$ cat config.mk
export PLATFORM = sky130hd
export DESIGN_NAME = instr_feeder
export DESIGN_NICKNAME = d
export VERILOG_FILES = /design/src/rtl/cpu_pkg.sv /design/src/rtl/prog_mem.sv /design/src/rtl/instr_feeder.sv
export SDC_FILE = /design/constraint.sdc
export NUM_CORES = 1
export LEC_CHECK = 0
export CORE_AREA = 2 2 273 275
export CTS_CLUSTER_SIZE = 20
export DETAILED_ROUTE_END_ITERATION = 7
export DIE_AREA = 0 0 275 277
export GPL_TIMING_DRIVEN = 0
export PLACE_DENSITY_LB_ADDON = 0.2
export SETUP_SLACK_MARGIN = 0.5
export SLEW_MARGIN = 0
export SYNTH_ARGS = -nofsm -noshare
export SYNTH_HDL_FRONTEND = slang
export SYNTH_SLANG_ARGS = --single-unit
$ cat constraint.sdc
create_clock -name clock -period 6.4 [get_ports clock]
set_input_delay 0.64 -clock clock [delete_from_list [all_inputs] [get_ports clock]]
set_output_delay 0.64 -clock clock [all_outputs]
set_load 0.01 [all_outputs]
$ cat src/rtl/cpu_pkg.sv
// cpu_pkg: definitions shared by the instruction feeder and its program memory.
// Holds the instruction opcode constants, the position of the opcode field
// inside an instruction word, and the feeder state encoding.
package cpu_pkg;

  // Opcode field position inside an instruction word
  localparam int OP_MSB = 15;
  localparam int OP_LSB = 13;

  // Opcodes understood by the processor; only mvi is followed by an immediate
  localparam logic [2:0] OP_MV  = 3'b000;
  localparam logic [2:0] OP_MVI = 3'b001;
  localparam logic [2:0] OP_ADD = 3'b010;
  localparam logic [2:0] OP_SUB = 3'b011;

  // Feeder sequencing states
  typedef enum logic [2:0] {
    IDLE,
    ISSUE,
    WAIT,
    FINISH,
    ERROR
  } feeder_state_t;

endpackage

$ cat src/rtl/prog_mem.sv
// prog_mem: DEPTH x DATA_W program store for the instruction feeder.
// One synchronous write port and one asynchronous read port. Contents are not
// reset, so a program survives a reset of the feeder.
// Ports:
//   clock    - write clock, rising edge
//   wr_en    - write strobe (already qualified by the feeder)
//   wr_addr  - write address
//   wr_data  - write data
//   rd_addr  - read address
//   rd_data  - word at rd_addr, combinational
module prog_mem #(
  parameter int DATA_W = 16,
  parameter int DEPTH  = 32,
  localparam int AW    = $clog2(DEPTH)
) (
  input  logic              clock,
  input  logic              wr_en,
  input  logic [AW-1:0]     wr_addr,
  input  logic [DATA_W-1:0] wr_data,
  input  logic [AW-1:0]     rd_addr,
  output logic [DATA_W-1:0] rd_data
);

  logic [DATA_W-1:0] mem [DEPTH];

  // Write port
  always_ff @(posedge clock) begin
    if (wr_en) begin
      mem[wr_addr] <= wr_data;
    end
  end

  assign rd_data = mem[rd_addr];

endmodule

$ cat src/rtl/instr_feeder.sv
// instr_feeder: runs a program held in a local memory against the processor's
// run/din/done interface without any outside stimulus.
// Each instruction is issued with a one-cycle run pulse; the immediate word of
// an mvi is presented on din for the whole wait that follows. The feeder waits
// for done between instructions, records the last dout and counts completed
// instructions. A missing done (timeout) or a done during the issue cycle
// parks the feeder in ERROR until the next start.
// Ports:
//   clock, resetn         - clock (rising edge) and async active-low reset
//   wr_en/wr_addr/wr_data - program loader, ignored while busy
//   start, prog_len       - launch a program of prog_len words from address 0
//   done, dout            - processor completion pulse and result bus
//   run, din              - instruction-valid pulse and instruction/immediate
//   busy                  - high while issuing or waiting
//   finished              - one-cycle pulse at program completion
//   error                 - high while parked after a timeout/protocol error
//   last_dout             - dout captured at the most recent done
//   instr_count           - instructions completed since start, saturating
module instr_feeder
  import cpu_pkg::*;
#(
  parameter int DATA_W  = 16,
  parameter int DEPTH   = 32,
  parameter int TIMEOUT = 64,
  localparam int AW     = $clog2(DEPTH)
) (
  input  logic              clock,
  input  logic              resetn,
  input  logic              wr_en,
  input  logic [AW-1:0]     wr_addr,
  input  logic [DATA_W-1:0] wr_data,
  input  logic              start,
  input  logic [AW:0]       prog_len,
  input  logic              done,
  input  logic [DATA_W-1:0] dout,
  output logic              run,
  output logic [DATA_W-1:0] din,
  output logic              busy,
  output logic              finished,
  output logic              error,
  output logic [DATA_W-1:0] last_dout,
  output logic [15:0]       instr_count
);

  localparam int TW = $clog2(TIMEOUT) + 1;
  localparam logic [TW-1:0] TIMER_LAST = TW'(TIMEOUT - 1);
  localparam logic [AW:0]   DEPTH_LEN  = (AW+1)'(DEPTH);

  feeder_state_t     state, next_state;
  logic [AW:0]       pc;
  logic [AW:0]       len;
  logic [AW:0]       start_len;
  logic [AW:0]       pc_after_done;
  logic              has_imm;
  logic [TW-1:0]     timer;
  logic [DATA_W-1:0] mem_word;

  assign start_len     = (prog_len > DEPTH_LEN) ? DEPTH_LEN : prog_len;
  assign pc_after_done = pc + {{AW{1'b0}}, has_imm};

  // pc can run one or two past the last address; the low bits wrap so an mvi
  // in the final slot fetches its immediate from address 0.
  prog_mem #(
    .DATA_W(DATA_W),
    .DEPTH (DEPTH)
  ) u_prog_mem (
    .clock  (clock),
    .wr_en  (wr_en && !busy),
    .wr_addr(wr_addr),
    .wr_data(wr_data),
    .rd_addr(pc[AW-1:0]),
    .rd_data(mem_word)
  );

  // State register
  always_ff @(posedge clock or negedge resetn) begin
    if (!resetn) begin
      state <= IDLE;
    end else begin
      state <= next_state;
    end
  end

  // Next-state logic; ERROR accepts start exactly like IDLE
  always_comb begin
    next_state = state;
    case (state)
      IDLE, ERROR: begin
        if (start) begin
          next_state = (start_len == '0) ? FINISH : ISSUE;
        end
      end
      ISSUE: begin
        next_state = done ? ERROR : WAIT;
      end
      WAIT: begin
        if (done) begin
          next_state = (pc_after_done >= len) ? FINISH : ISSUE;
        end else if (timer == TIMER_LAST) begin
          next_state = ERROR;
        end
      end
      FINISH: begin
        next_state = IDLE;
      end
      default: begin
        next_state = IDLE;
      end
    endcase
  end

  // Program counter, immediate flag, wait timer and status registers
  always_ff @(posedge clock or negedge resetn) begin
    if (!resetn) begin
      pc          <= '0;
      len         <= '0;
      has_imm     <= 1'b0;
      timer       <= '0;
      last_dout   <= '0;
      instr_count <= '0;
    end else begin
      case (state)
        IDLE, ERROR: begin
          if (start) begin
            len <= start_len;
            if (start_len != '0) begin
              pc          <= '0;
              instr_count <= '0;
            end
          end
        end
        ISSUE: begin
          pc      <= pc + 1'b1;
          has_imm <= (mem_word[OP_MSB:OP_LSB] == OP_MVI);
          timer   <= '0;
        end
        WAIT: begin
          if (done) begin
            last_dout <= dout;
            pc        <= pc_after_done;
            if (instr_count != 16'hFFFF) begin
              instr_count <= instr_count + 16'd1;
            end
          end else begin
            timer <= timer + 1'b1;
          end
        end
        default: begin
        end
      endcase
    end
  end

  // Output decode from the registered state only; done/dout never reach run/din
  always_comb begin
    run      = 1'b0;
    din      = '0;
    busy     = 1'b0;
    finished = 1'b0;
    error    = 1'b0;
    case (state)
      ISSUE: begin
        run  = 1'b1;
        din  = mem_word;
        busy = 1'b1;
      end
      WAIT: begin
        busy = 1'b1;
        din  = has_imm ? mem_word : '0;
      end
      FINISH: begin
        finished = 1'b1;
      end
      ERROR: begin
        error = 1'b1;
      end
      default: begin
      end
    endcase
  end

endmodule

Run 1, clock routing:
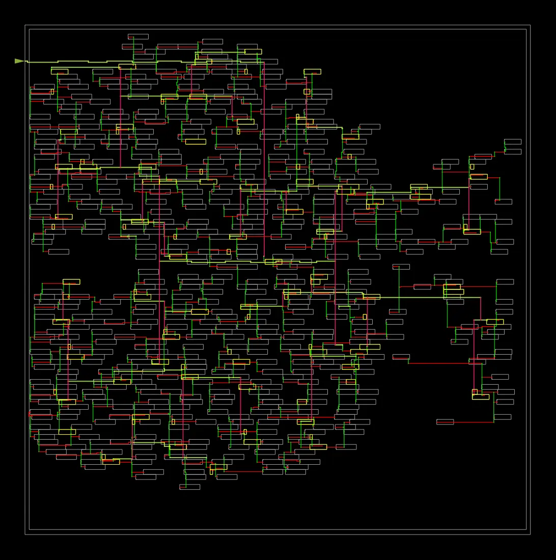
number of clock buffers in the layout: 78
Max Clock Skew: 21.04 ps
clock sink count: 567
Num CTS Buffers: 61

Run 1, gate families picked out:
The bar under the picture is 100 µm long.
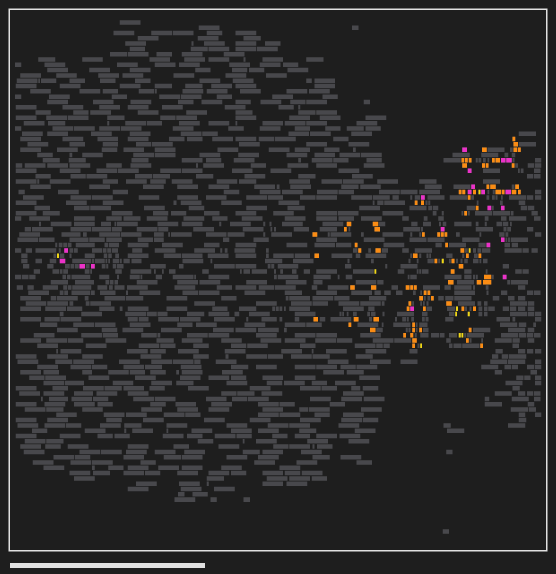
inverters: shown in yellow, cells 11, most used inv_1, where east. inverting AOI/OAI gates: shown in orange, cells 85, most used o21ai_0, where east. AND and OR gates: shown in magenta, cells 20, most used or3_1.
most used logic cell in the final layout: edfxtp_1
filler-free cell count of the finished design: 2323

Run 1, clock distribution:
The bar under the picture is 100 µm long.
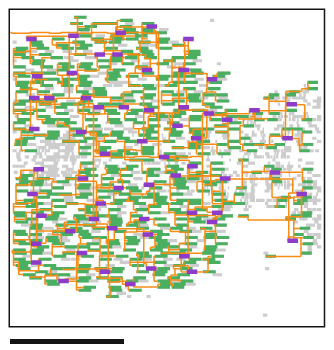
clock drivers: shown in purple, count 61. clock wires: shown in orange, length 7040 µm. flip-flops: shown in green, count 567.
There are 62 routed clock nets. Position of the flops: spread over the die.

==> notes.org, run 1 <==
#+TITLE: Flow metrics

** Logic synthesis
- Yosys instantiated no cell more often than edfxtp_1.
- The synthesized instance count is 1113.
- The synthesized netlist devotes 3.749% of its cell area to simple gates.
- After synthesis, the largest area contributor takes up 68.35% of total cell area.
- The largest total area in the synthesized netlist belongs to edfxtp_1.
- Yosys warns :: 0
- The number of nets in the synthesized netlist is 1172.
- Grouping non-sequential cells by family puts the most area in multiplexers.
- Proportion of synthesized flip-flops having asynchronous set or reset :: 9.700%
- Post-synthesis average cell area :: 20.21 µm²

** Critical path
- Source of the worst register-to-register timing path :: state[0]
- Kind of cell with the highest combined delay on the critical path :: buffers and inverters
- Destination of the critical timing path :: din[6]
- The critical path runs through a total of 8 cells.
- STA classifies the critical path endpoint as an output pin.
- The critical path maximum fanout is 10.
- Along the critical path, the tally of buffer and inverter instances is 4.

** Drt
- DRT met1 WL :: 25380 µm
- WL per Instance :: 24.48 µm
- DR WL met2 :: 27490 µm
- Detailed-router iteration count before antenna repair :: 4
- Initial DRC Count :: 969
- Remaining antenna violation count after routing :: 0
- Highest metal layer with signal wires :: met5

** Cells and area
- Number of fill cells in the layout :: 6779
- Registers take 16750 µm².
- Per the layout area report, the combinational fraction of cell area is 20.19%.
- Counting the inverters off the clock network in the layout gives 11.
- Register containing the most flip-flops in the final layout :: u_prog_mem.mem
- Per the cell usage report, the commonest logic cells after layout are edfxtp_1 (512), mux4_2 (148), clkdlybuf4s50_1 (98).
- Between the synthesized netlist and the finished layout, the area growth was recorded as 21.55%.
- Share of cell area taken by flip-flops and latches :: 61.27%
- Summing all non-filler instances in the final layout gives an area of 27340 µm².
- Relative area of non-clock buffer cells in the final design :: 6.938%
- Buffers, non-clock :: 186
- Cells with a size suffix above 1 make up 26.00% of the layout.

** GRT
- Met3 Use GR :: 2.410%
- In the global route stage, met2 resource usage came out at 24.49%.
- Wire length of the first global-routing pass :: 82300 µm
- The total overflow left after global routing is 0.
- After global routing, the most crowded layer is met2.

** Pwr
- Power per Cell Area :: 341.8 nW/µm²
- Flop+latch power :: 4.19 mW
- Combinational share of power :: 19.2%
- Total internal power :: 6.915 mW
- Clock-net power :: 3.36 mW
- Clk network pwr share :: 36.0%

** STA
- In the final timing run, aggregate negative setup slack is 0 ps.
- Setup repair after global routing left no endpoint under its margin.
- Dividing the final minimum period by the clock period gives 78.00%.
- After layout, the minimum clock period comes to 4992 ps.
- Transition time at the pin with the least slew margin :: 1436 ps

** Floorplanning
- Tap cells :: 969
- The floorplan has 100 rows.
- For this configuration, the core starts out at a cell density of 30.57%.

** Hold path
- Path category of the worst min-delay check :: primary input to asynchronous set/reset pin

** Placement
- I/O Buffers :: 99

** Clock network
- CTS root buf :: clkbuf_16
- Per the repair_timing log after CTS, setup buffers inserted total 0.
- The number of gates resized after CTS was 0.

** Flow run
- Log Warnings :: 26

** Run status
- Result of the run :: finished, final reports clean
==> inputs of run 2 (changes only) <==
- clock period: 6.4 -> 4.8 ns (I/O delays scaled with it)
Run 2, clock routing:
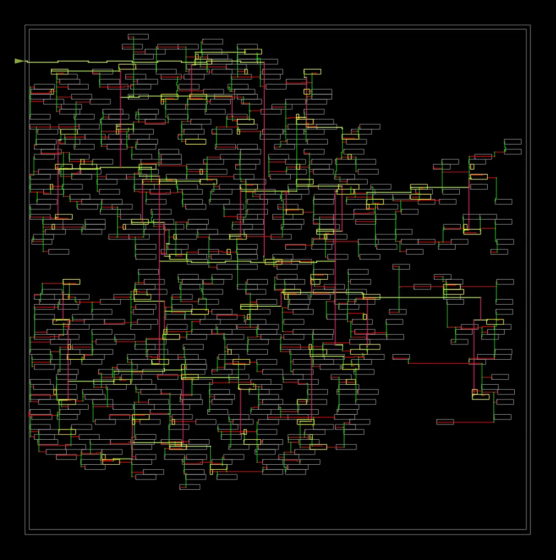
clock latency reported for the late side of the worst-skew pair: 640 ps
clock-net power: 4.48 mW

Run 2, cell classes on the final placement:
The bar under the picture is 100 µm long.
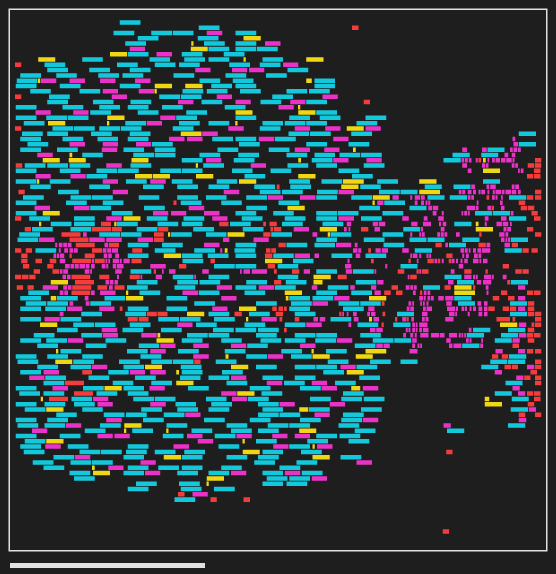
clock drivers and dummy loads: shown in yellow, cells 109, share of their area 7.3%. other buffers and delay cells: shown in red, cells 187, share of their area 7.7%. flops: shown in cyan, cells 567, share of their area 64%. combinational and other logic: shown in magenta, cells 492, share of their area 21%.

==> run 2 against run 1 <==
The run now ends with capacitance limit, slew limit left. Clock skew is essentially flat. Sequential share of layout area is 0.27 points lower. Highest routed layer unchanged. Critical endpoint unchanged. Die area did not move.
==> notes.org, run 2 <==
#+TITLE: Flow metrics

** Run status
- Result of the run :: finished with violations
- Violated checks :: capacitance limit, slew limit

** Logic synthesis
- edfxtp_1 takes more of the synthesized area than any other cell.
- Syn_nets :: 1172
- Proportion of synthesized flip-flops having asynchronous set or reset :: 9.700%
- In the synthesized netlist, the dominant kind of combinational cell is multiplexers.
- Gate Count Post-Synth :: 1113
- Yosys warns :: 0
- Largest type area fraction :: 68.35%

** GRT
- Overflow after GRT :: 0
- Peak-usage layer in the global routing report :: met2
- Grt met2 use :: 24.47%
- The first global-routing pass estimated 82270 µm of wire.

** Critical path
- The timing report attributes the biggest portion of critical-path delay to multiplexers.
- Source of the worst register-to-register timing path :: state[0]

** Cells and area
- Of the total standard cell area in the layout, the multi-input combinational portion is 20.10%.
- Register containing the most flip-flops in the final layout :: u_prog_mem.mem
- The layout stage reports a final design area of 27460 µm².
- Synth-to-Final Area Change :: 22.09%
- Register Area :: 16750 µm²
- After layout, the buffer instance count without clock buffers stands at 187.
- Number of fill cells in the layout :: 6765
- The layout has 78 clock buffers.
- Non-clock buffers make up 7.349% of the layout cell area.
- Most used logic cell in the final layout :: edfxtp_1
- Inverters, non-clock :: 11

** Clock network
- Setup repair bufs after CTS :: 0
- Clock sink count :: 567

** Pwr
- Clk network pwr share :: 35.8%
- Power per Cell Area :: 455.9 nW/µm²

** STA
- After layout, the setup clock skew is reported as 21.41 ps.
- Pins over their slew limit in the final report were tallied at 4.
- The worst path uses 88.30% of the clock period.
- Setup_tns :: 0 ps

** Floorplanning
- Floorplan-stage core utilization :: 30.57%
- After floorplanning, the core was divided into 100 placement rows.
- Tap cells :: 969

** Drt
- Highest metal layer with signal wires :: met5
- DRT met1 WL :: 25500 µm
- The first TritonRoute pass finished after 5 iterations.
- Dividing the detail-routed wire length by the instance count gives 24.53 µm.

** Flow run
- Per the run summary, max-cap violations total 1.

** Hold path
- The tightest min-delay check is of the primary input to asynchronous set/reset pin type.
==> inputs of run 3 (changes only) <==
- PLACE_DENSITY_LB_ADDON: 0.2 -> 0.08
- SETUP_SLACK_MARGIN: 0.5 -> default
Run 3, floorplan with the power grid:
Pins as bars on the die edge. Tap cells in gray.
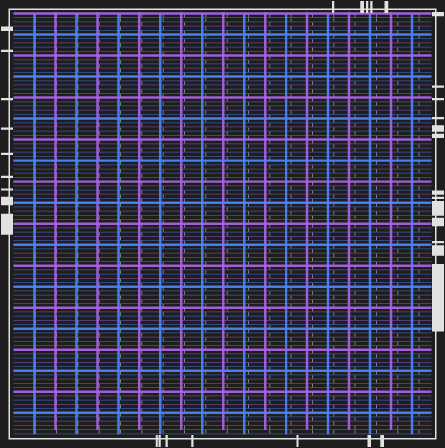
VSS: shown in blue. VDD: shown in purple.
100 signal pins sit on the boundary. 969 tap cells.
maximum vdd drop: 0.0002470 V
vertical extent of the die: 277 µm
die extent in x: 275 µm
core box area: 73570 µm²

Run 3, cell classes on the final placement:
The bar under the picture is 100 µm long.
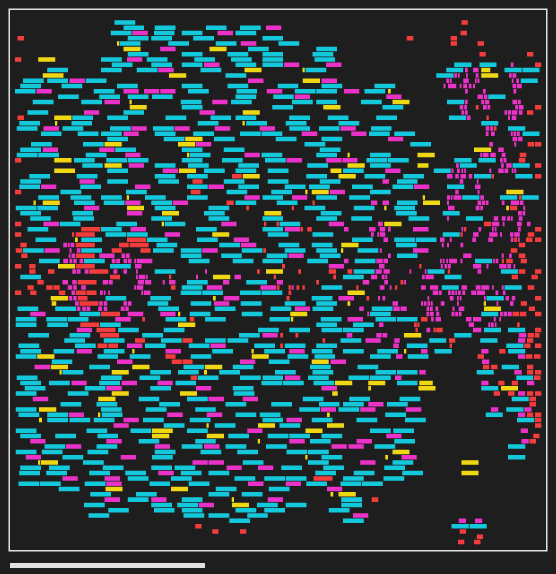
other buffers and delay cells: shown in red, cells 187, share of their area 7.4%. combinational and other logic: shown in magenta, cells 492, share of their area 21%. clock drivers and dummy loads: shown in yellow, cells 117, share of their area 7.9%. flops: shown in cyan, cells 567, share of their area 64%.

==> run 3 against run 2 <==
The run now ends clean. Synthesized cell count is the same. Worst hold slack gained 49 ps. Global-route usage grew 1.3 points. Design area grew 0.34%. Sequential power is essentially flat. Die area is the same. Critical endpoint is now din[5]. Largest cell class unchanged.
==> notes.org, run 3 <==
#+TITLE: Flow metrics

** Run status
- The run finished with clean final reports.

** Logic synthesis
- Per the post-synthesis stats, the area per cell is 20.21 µm².
- Largest type area fraction :: 68.35%
- Proportion of synthesized flip-flops having asynchronous set or reset :: 9.700%
- The synthesized design spends more area on one cell type than any other, namely edfxtp_1.
- Largest combinational cell category by area :: multiplexers
- Top cell type by instance count after synthesis :: edfxtp_1
- Counting every instance in the synthesized netlist gives 1113.

** Drt
- Initial DRC Count :: 902
- Signal nets in the final route climb as high as met4.
- In the per-layer breakdown of the detailed-route log, met1 shows 27440 µm.
- DR WL met2 :: 29440 µm
- Nets still carrying antenna violations after routing amount to 0.

** Cells and area
- The final report gives the standard cell area, fillers excluded, as 27550 µm².
- Filler-free cell count of the finished design :: 2332
- Share of cell area taken by multi-input logic gates :: 20.03%
- Number of clock buffers in the layout :: 87
- The library cell used most frequently in the layout, excluding fill and tap cells, is edfxtp_1.
- The area taken by sequential standard cells is reported as 16750 µm².
- Counting the inverters off the clock network in the layout gives 11.
- Most numerous logic cells after layout :: edfxtp_1 (512), mux4_2 (148), clkdlybuf4s50_1 (98)
- Fraction of final layout cells with drive strength greater than 1 :: 26.41%
- Buffers, non-clock :: 187
- Register containing the most flip-flops in the final layout :: u_prog_mem.mem

** Pwr
- The clock network power reported by the tool is 4.85 mW.
- Combinational share of power :: 18.9%

** Clock network
- Setup repair bufs after CTS :: 0
- The skew report gives the latency at the later pin of the worst-skew pair as 610 ps.

** GRT
- In the global route stage, met2 resource usage came out at 26.39%.
- After global routing, the most crowded layer is met2.
- The global route stage reports its total congestion overflow as 0.
- The first global-routing pass estimated 87620 µm of wire.

** Critical path
- Instance count on the critical path :: 8
- The critical path contains buffers and inverters numbering 4 combined.
- Looking at the reg2reg group, the worst path starts from state[0].
- Destination of the critical timing path :: din[5]
- Looking at the critical path, the highest net fanout was 10.
- Per STA, the worst path accumulates the most delay in the family buffers and inverters.

** STA
- Max Clock Skew :: 20.57 ps
- Transition time at the pin with the least slew margin :: 1460 ps
- Number of pins exceeding their max-slew limit in the final report :: 0
- The worst path in the final design needs a cycle of 4578 ps, including I/O delays and setup.

** Placement
- The placement report lists the number of port buffers as 99.

** Floorplanning
- The floorplan step records an initial core utilization of 30.57%.
- Tap insertion was completed with 969 tapcells.
Power is estimated from default activity; no workload was simulated.
